File: src/rtl/imm_ext_arbiter.sv
// Two-port arbiter in front of the shared 16-bit immediate extend unit.
// Registers the winning request into the unit, returns the tagged result, counts completions.
module imm_ext_arbiter #(
  parameter int PRIO_MODE = 0,
  parameter int CNT_W     = 8
) (
  input  logic             clk,
  input  logic             rst_n,
  input  logic             req0_valid,
  output logic             req0_ready,
  input  logic [8:0]       req0_imm,
  input  logic [1:0]       req0_sel,
  input  logic             req1_valid,
  output logic             req1_ready,
  input  logic [8:0]       req1_imm,
  input  logic [1:0]       req1_sel,
  output logic [8:0]       ext_imm,
  output logic [1:0]       ext_sel,
  input  logic [15:0]      ext_out,
  output logic             rsp_valid,
  input  logic             rsp_ready,
  output logic [15:0]      rsp_data,
  output logic             rsp_id,
  output logic [CNT_W-1:0] srv0_cnt,
  output logic [CNT_W-1:0] srv1_cnt
);

  // state | meaning
  // IDLE  | waiting for a request, readies follow the grant
  // EXT   | extend unit settling on ext_imm/ext_sel
  // RESP  | response held until rsp_ready
  typedef enum logic [1:0] {IDLE = 2'd0, EXT = 2'd1, RESP = 2'd2} state_t;

  state_t state, state_nxt;
  logic   last_grant;
  logic   id_q;
  logic   grant1;
  logic   any_valid;
  logic   accept;
  logic   rsp_done;

  // grant1 is only ever high when req1_valid is high
  always_comb begin
    any_valid = req0_valid | req1_valid;
    if (req0_valid && req1_valid)
      grant1 = (PRIO_MODE == 0) ? ~last_grant : 1'b0;
    else
      grant1 = req1_valid;
  end

  assign accept   = (state == IDLE) && any_valid;
  assign rsp_done = (state == RESP) && rsp_valid && rsp_ready;

  always_ff @(posedge clk or negedge rst_n) begin
    if (!rst_n) state <= IDLE;
    else        state <= state_nxt;
  end

  always_comb begin
    state_nxt = state;
    case (state)
      IDLE:    if (accept) state_nxt = EXT;
      EXT:     state_nxt = RESP;
      RESP:    if (rsp_done) state_nxt = IDLE;
      default: state_nxt = IDLE;
    endcase
  end

  always_comb begin
    req0_ready = 1'b0;
    req1_ready = 1'b0;
    if (state == IDLE) begin
      req0_ready = any_valid & ~grant1;
      req1_ready = grant1;
    end
  end

  // last_grant resets to 1 so req0 wins the first tie
  always_ff @(posedge clk or negedge rst_n) begin
    if (!rst_n) begin
      ext_imm    <= '0;
      ext_sel    <= '0;
      id_q       <= 1'b0;
      last_grant <= 1'b1;
    end else if (accept) begin
      ext_imm    <= grant1 ? req1_imm : req0_imm;
      ext_sel    <= grant1 ? req1_sel : req0_sel;
      id_q       <= grant1;
      last_grant <= grant1;
    end
  end

  always_ff @(posedge clk or negedge rst_n) begin
    if (!rst_n) begin
      rsp_valid <= 1'b0;
      rsp_data  <= '0;
      rsp_id    <= 1'b0;
    end else if (state == EXT) begin
      rsp_valid <= 1'b1;
      rsp_data  <= ext_out;
      rsp_id    <= id_q;
    end else if (rsp_done) begin
      rsp_valid <= 1'b0;
    end
  end

  always_ff @(posedge clk or negedge rst_n) begin
    if (!rst_n) begin
      srv0_cnt <= '0;
      srv1_cnt <= '0;
    end else if (rsp_done) begin
      if (!rsp_id && (srv0_cnt != {CNT_W{1'b1}})) srv0_cnt <= srv0_cnt + CNT_W'(1);
      if (rsp_id && (srv1_cnt != {CNT_W{1'b1}}))  srv1_cnt <= srv1_cnt + CNT_W'(1);
    end
  end

endmodule

File: config.mk
export PLATFORM = sky130hd
export DESIGN_NAME = imm_ext_arbiter
export DESIGN_NICKNAME = d
export VERILOG_FILES = /design/src/rtl/imm_ext_arbiter.sv
export SDC_FILE = /design/constraint.sdc
export NUM_CORES = 1
export LEC_CHECK = 0
export ABC_AREA = 0
export CELL_PAD_IN_SITES_DETAIL_PLACEMENT = 0
export CELL_PAD_IN_SITES_GLOBAL_PLACEMENT = 2
export CORE_UTILIZATION = 26
export DETAILED_ROUTE_END_ITERATION = 6
export HOLD_SLACK_MARGIN = 0.1
export PLACE_DENSITY = 0.84
export SLEW_MARGIN = 25
export SYNTH_ARGS = -nofsm -noshare
export SYNTH_HDL_FRONTEND = slang
export SYNTH_SLANG_ARGS = --single-unit
File: constraint.sdc
create_clock -name clk -period 1.8 [get_ports clk]
set_input_delay 0.36 -clock clk [delete_from_list [all_inputs] [get_ports clk]]
set_output_delay 0.36 -clock clk [all_outputs]
set_load 0.01 [all_outputs]
run_1/met1.png
The bar under the picture is 20 um long. Supply wires on this layer in gray.
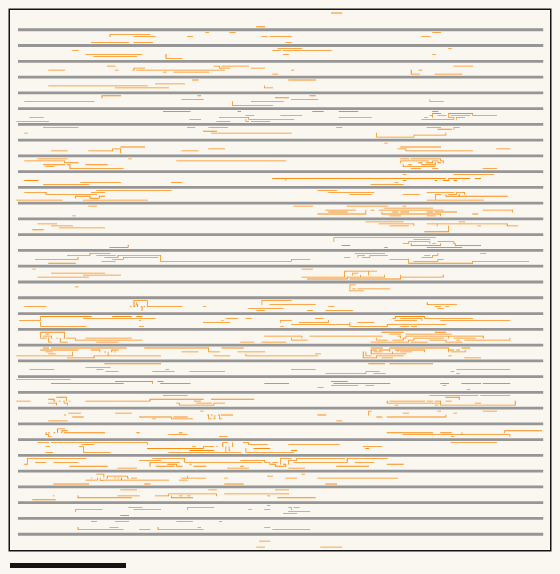
share of all routed wire	44%
nets with wire on the layer	269
longest straight run	29.9 um
routed vias: 1732
final wirelength: 5000 um

run_1/met2.png
The bar under the picture is 20 um long.
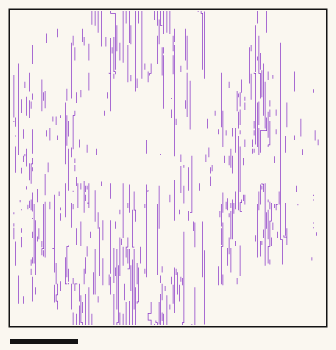
longest straight run	58.0 um
nets with wire on the layer	293
wire length on this layer	2360 um
main direction	vertical
share of all routed wire	47%
met2 Track Usage GR: 0.206

==> flow_metrics.py, run 1 <==
# Generated from Yosys and OpenROAD reports
metrics = {
    "logic_synthesis": {
        "ys_warn_count": 0,
        "yosys_area_um2": 2160,
        "edf_count": 0,
        "synthSimpleGateAreaFrac": 0.120,
        "synth.logic.top_family": "multiplexers",
        "largest_area_cell": "dfrtp_1",
    },
    "final_layout": {
        "mostFrequentLayoutCells": "clkdlybuf4s50_1, dfrtp_1, mux2_2, buf_4, inv_1",
        "comb_cells": 101,
        "layout_top_cell": "clkdlybuf4s50_1",
        "comb_area_um2": 860,
    },
    "setup_path": {
        "r2r_slack_ps": 150,
        "crit_type": "reg -> out",
        "cpPeakStageDelay_ps": 580,
        "cp_max_fo": 7,
        "crit_path_start": "srv0_cnt[3]",
        "critPathBufInv": 1,
        "r2r_end": "srv0_cnt[1]",
    },
    "run": {
        "warning_count": 26,
        "maxCapViolCount": 0,
    },
    "timing": {
        "max_freq_mhz": 581,
    },
    "floorplanning": {
        "core_um2": 7890,
        "fp.dieH_um": 93.2,
    },
    "worst_hold_path": {
        "hold_end": "id_q",
    },
    "global_route": {
        "track_usage": 0.125,
    },
    "status": {
        "status": "complete, no violations",
    },
    "cts": {
        "tritoncts": "built",
    },
}
run_1/met3.png
Cells faint in the background.
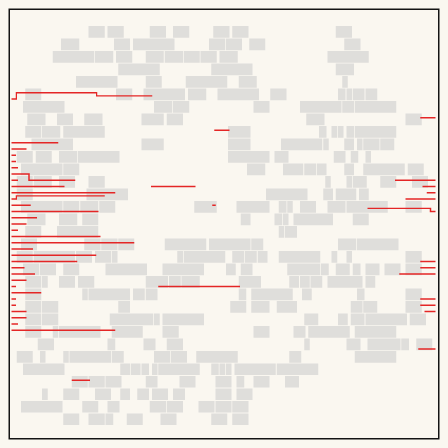
main direction	horizontal
wire length on this layer	376 um
share of all routed wire	7.5%
nets with wire on the layer	47
longest straight run	26.4 um
met3 Track Usage GR: 0.0439

-- run 1: metal layers --
layer,GRT usage,wire (um),up-vias
met1,0.157,2210,847
met4,0.0308,53,0
li1,-,-,829
met2,0.206,2360,51
met5,0,0,-
met3,0.0439,376,5
-- run 1: registers in the layout, summed over array words and instances (netlist names) --
register / count
srv1_cnt: 8
state: 2
ext_sel: 2
rsp_id: 1
srv0_cnt: 8
last_grant: 1
ext_imm: 9
rsp_valid: 1
id_q: 1
rsp_data: 16
-- run 1: power breakdown --
| group | switching, mW | internal, mW |
|---|---|---|
| sequential | 0.295 | 1.55 |
| clock | 0.367 | 0.348 |
| combinational | 0.911 | 1.39 |
| total | 1.57 | 3.28 |
==> run 1 -> run 2 <==
Settings changed: CAP_MARGIN set to 10.
run_2/met1.png
The bar under the picture is 20 um long. Supply wires on this layer in gray.
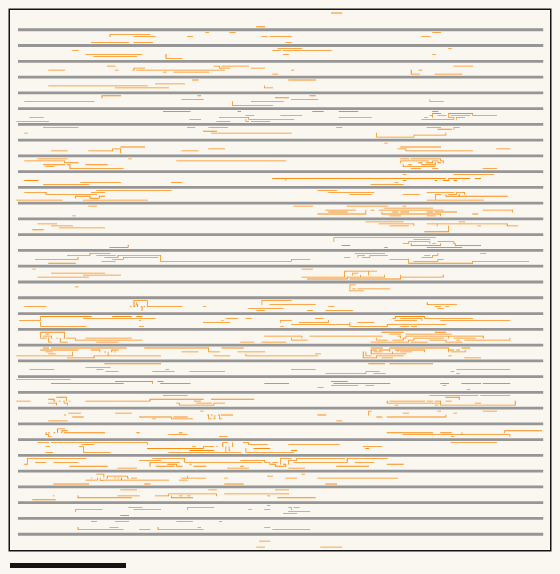
longest straight run	29.9 um
nets with wire on the layer	269
wire length on this layer	2210 um
main direction	horizontal
share of all routed wire	44%
met1 usage: 0.157

==> run 2 against run 1 <==
Sequential share of layout area stayed put. Critical path depth stayed put. First-iteration DRC count stayed put. Global-route usage stayed put. Clock skew stayed put. Setup slack stayed put. Hold slack stayed put. Register-to-register slack hardly changed. Area after synthesis stayed put. Power stayed put. Utilization stayed put. Critical path type unchanged.
==> flow_metrics.py, run 2 <==
# Generated from Yosys and OpenROAD reports
metrics = {
    "status": {
        "status": "complete, no violations",
    },
    "logic_synthesis": {
        "top_area_frac": 0.556,
        "ys_warn_count": 0,
        "synth.logic.top_family": "multiplexers",
        "largest_area_cell": "dfrtp_1",
        "yosys_area_um2": 2160,
    },
    "power_and_ir_drop": {
        "clock_power_share": 0.147,
        "power.internal_mw": 3.28,
        "clock_power_mw": 0.715,
        "seq_cell_power_mw": 1.85,
        "pwr-share-seq": 0.380,
        "switching_share": 0.324,
        "pg_comb_mw": 2.30,
    },
    "final_layout": {
        "top_register": "rsp_data",
        "layout_top_cell": "clkdlybuf4s50_1",
        "largestRegisters": "rsp_data (16), ext_imm (9)",
    },
    "run": {
        "warning_count": 26,
        "maxCapViolCount": 0,
    },
    "setup_path": {
        "crit_type": "reg -> out",
        "cpPeakStageDelay_ps": 580,
        "cp_max_fo": 7,
    },
    "routing": {
        "wl_met1_um": 2210,
        "vias": 1732,
        "met3WireLength_um": 376,
        "route.met2.wl_um": 2360,
    },
    "global_route": {
        "grtUsageMet2": 0.206,
        "track_usage": 0.125,
        "grt_overflow_total": 0,
        "busiest_layer": "met2",
    },
    "floorplanning": {
        "fp.dieH_um": 93.2,
    },
    "timing": {
        "worstMarginPinSlew_ps": 342,
    },
}
-- run 2: cell type report --
class / count / area (um^2)
timing repair buffer: 109 / 1050
multi-input combinational: 101 / 860
fill: 763 / 4470
inverter: 14 / 52.6
clock buffer: 7 / 96.3
sequential: 49 / 1230
clock inverter: 1 / 5.00
tap: 102 / 128
-- run 2: final timing paths --
path	start	to	slack, ps
setup reg to reg	srv0_cnt[0]	srv0_cnt[1]	150
min in group asynchronous	rst_n	srv0_cnt[3]	490
setup / recovery	srv0_cnt[3]	srv0_cnt[3]	80
hold / removal	id_q	id_q	480
max in group asynchronous	rst_n	rsp_data[15]	800
hold reg to reg	id_q	id_q	480
==> run 2 -> run 3 <==
Settings changed: MAX_ROUTING_LAYER set to met4.
run_3/met1.png
The bar under the picture is 20 um long. Supply wires on this layer in gray.
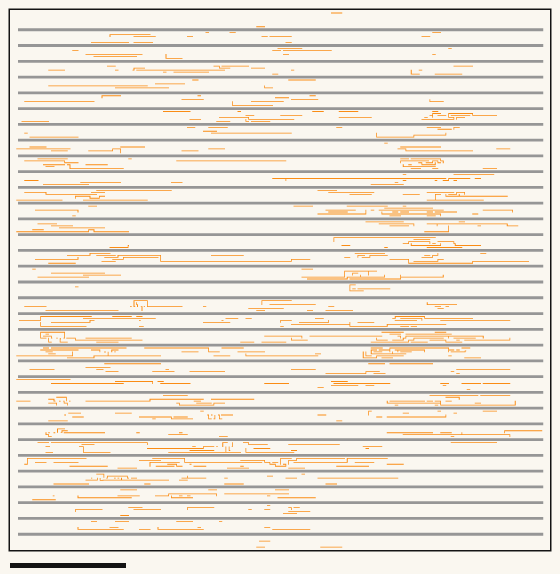
share of all routed wire	46%
main direction	horizontal
longest straight run	29.9 um

==> run 3 against run 2 <==
Clock skew increased by 0.52 ps. Sequential power about the same. Critical path depth unchanged. Sequential cell count unchanged. Hold slack about the same. Power about the same. Largest cell class unchanged. Largest power group unchanged.
==> flow_metrics.py, run 3 <==
# Generated from Yosys and OpenROAD reports
metrics = {
    "setup_path": {
        "r2r_end": "srv0_cnt[1]",
        "cp_max_fo": 7,
        "crit_path_start": "srv0_cnt[3]",
        "crit_type": "reg -> out",
        "cpPeakStageDelay_ps": 580,
    },
    "global_route": {
        "grtUsageMet2": 0.206,
        "grt_use_met1": 0.161,
    },
    "timing": {
        "max_freq_mhz": 581,
    },
    "worst_hold_path": {
        "hold_path.startpoint": "id_q",
        "hold_end": "id_q",
    },
    "power_and_ir_drop": {
        "comb_power_share": 0.472,
        "power.internal_mw": 3.28,
        "pg_comb_mw": 2.30,
    },
    "final_layout": {
        "top_register": "rsp_data",
        "layout_top_cell": "clkdlybuf4s50_1",
        "largestRegisters": "rsp_data (16), ext_imm (9)",
        "largest_reg_flops": 16,
        "mostFrequentLayoutCells": "clkdlybuf4s50_1, dfrtp_1, mux2_2, buf_4, inv_1",
    },
    "logic_synthesis": {
        "top_area_frac": 0.556,
        "edf_count": 0,
        "largest_area_cell": "dfrtp_1",
    },
    "status": {
        "status": "complete, no violations",
    },
    "floorplanning": {
        "core_um2": 7890,
    },
    "run": {
        "warning_count": 26,
    },
    "routing": {
        "vias": 1732,
        "wirelength_um": 5000,
    },
    "cts": {
        "tritoncts": "built",
    },
}
[run 3: cell counts after synthesis]
Identical to the previous run, type by type.
[run 3: layout make-up]
type | instances | area (um^2)
Inverter | 14 | 52.6
Sequential cell | 49 | 1230
Tap cell | 102 | 128
Fill cell | 763 | 4470
Clock buffer | 7 | 96.3
Clock inverter | 1 | 5.00
Timing Repair Buffer | 109 | 1050
Multi-Input combinational cell | 101 | 860
[run 3: logic make-up after synthesis]
family | count (synthesis) | share of synthesized area
AND/OR/NAND/NOR | 40 | 0.120
multiplexers | 25 | 0.129
AND-OR/OR-AND | 26 | 0.0979
XOR/XNOR | 8 | 0.0324
flip-flops | 49 | 0.568
buffers and inverters | 20 | 0.0405
adder cells (fa/ha/maj) | 2 | 0.0116
Power is estimated from default activity; no workload was simulated.
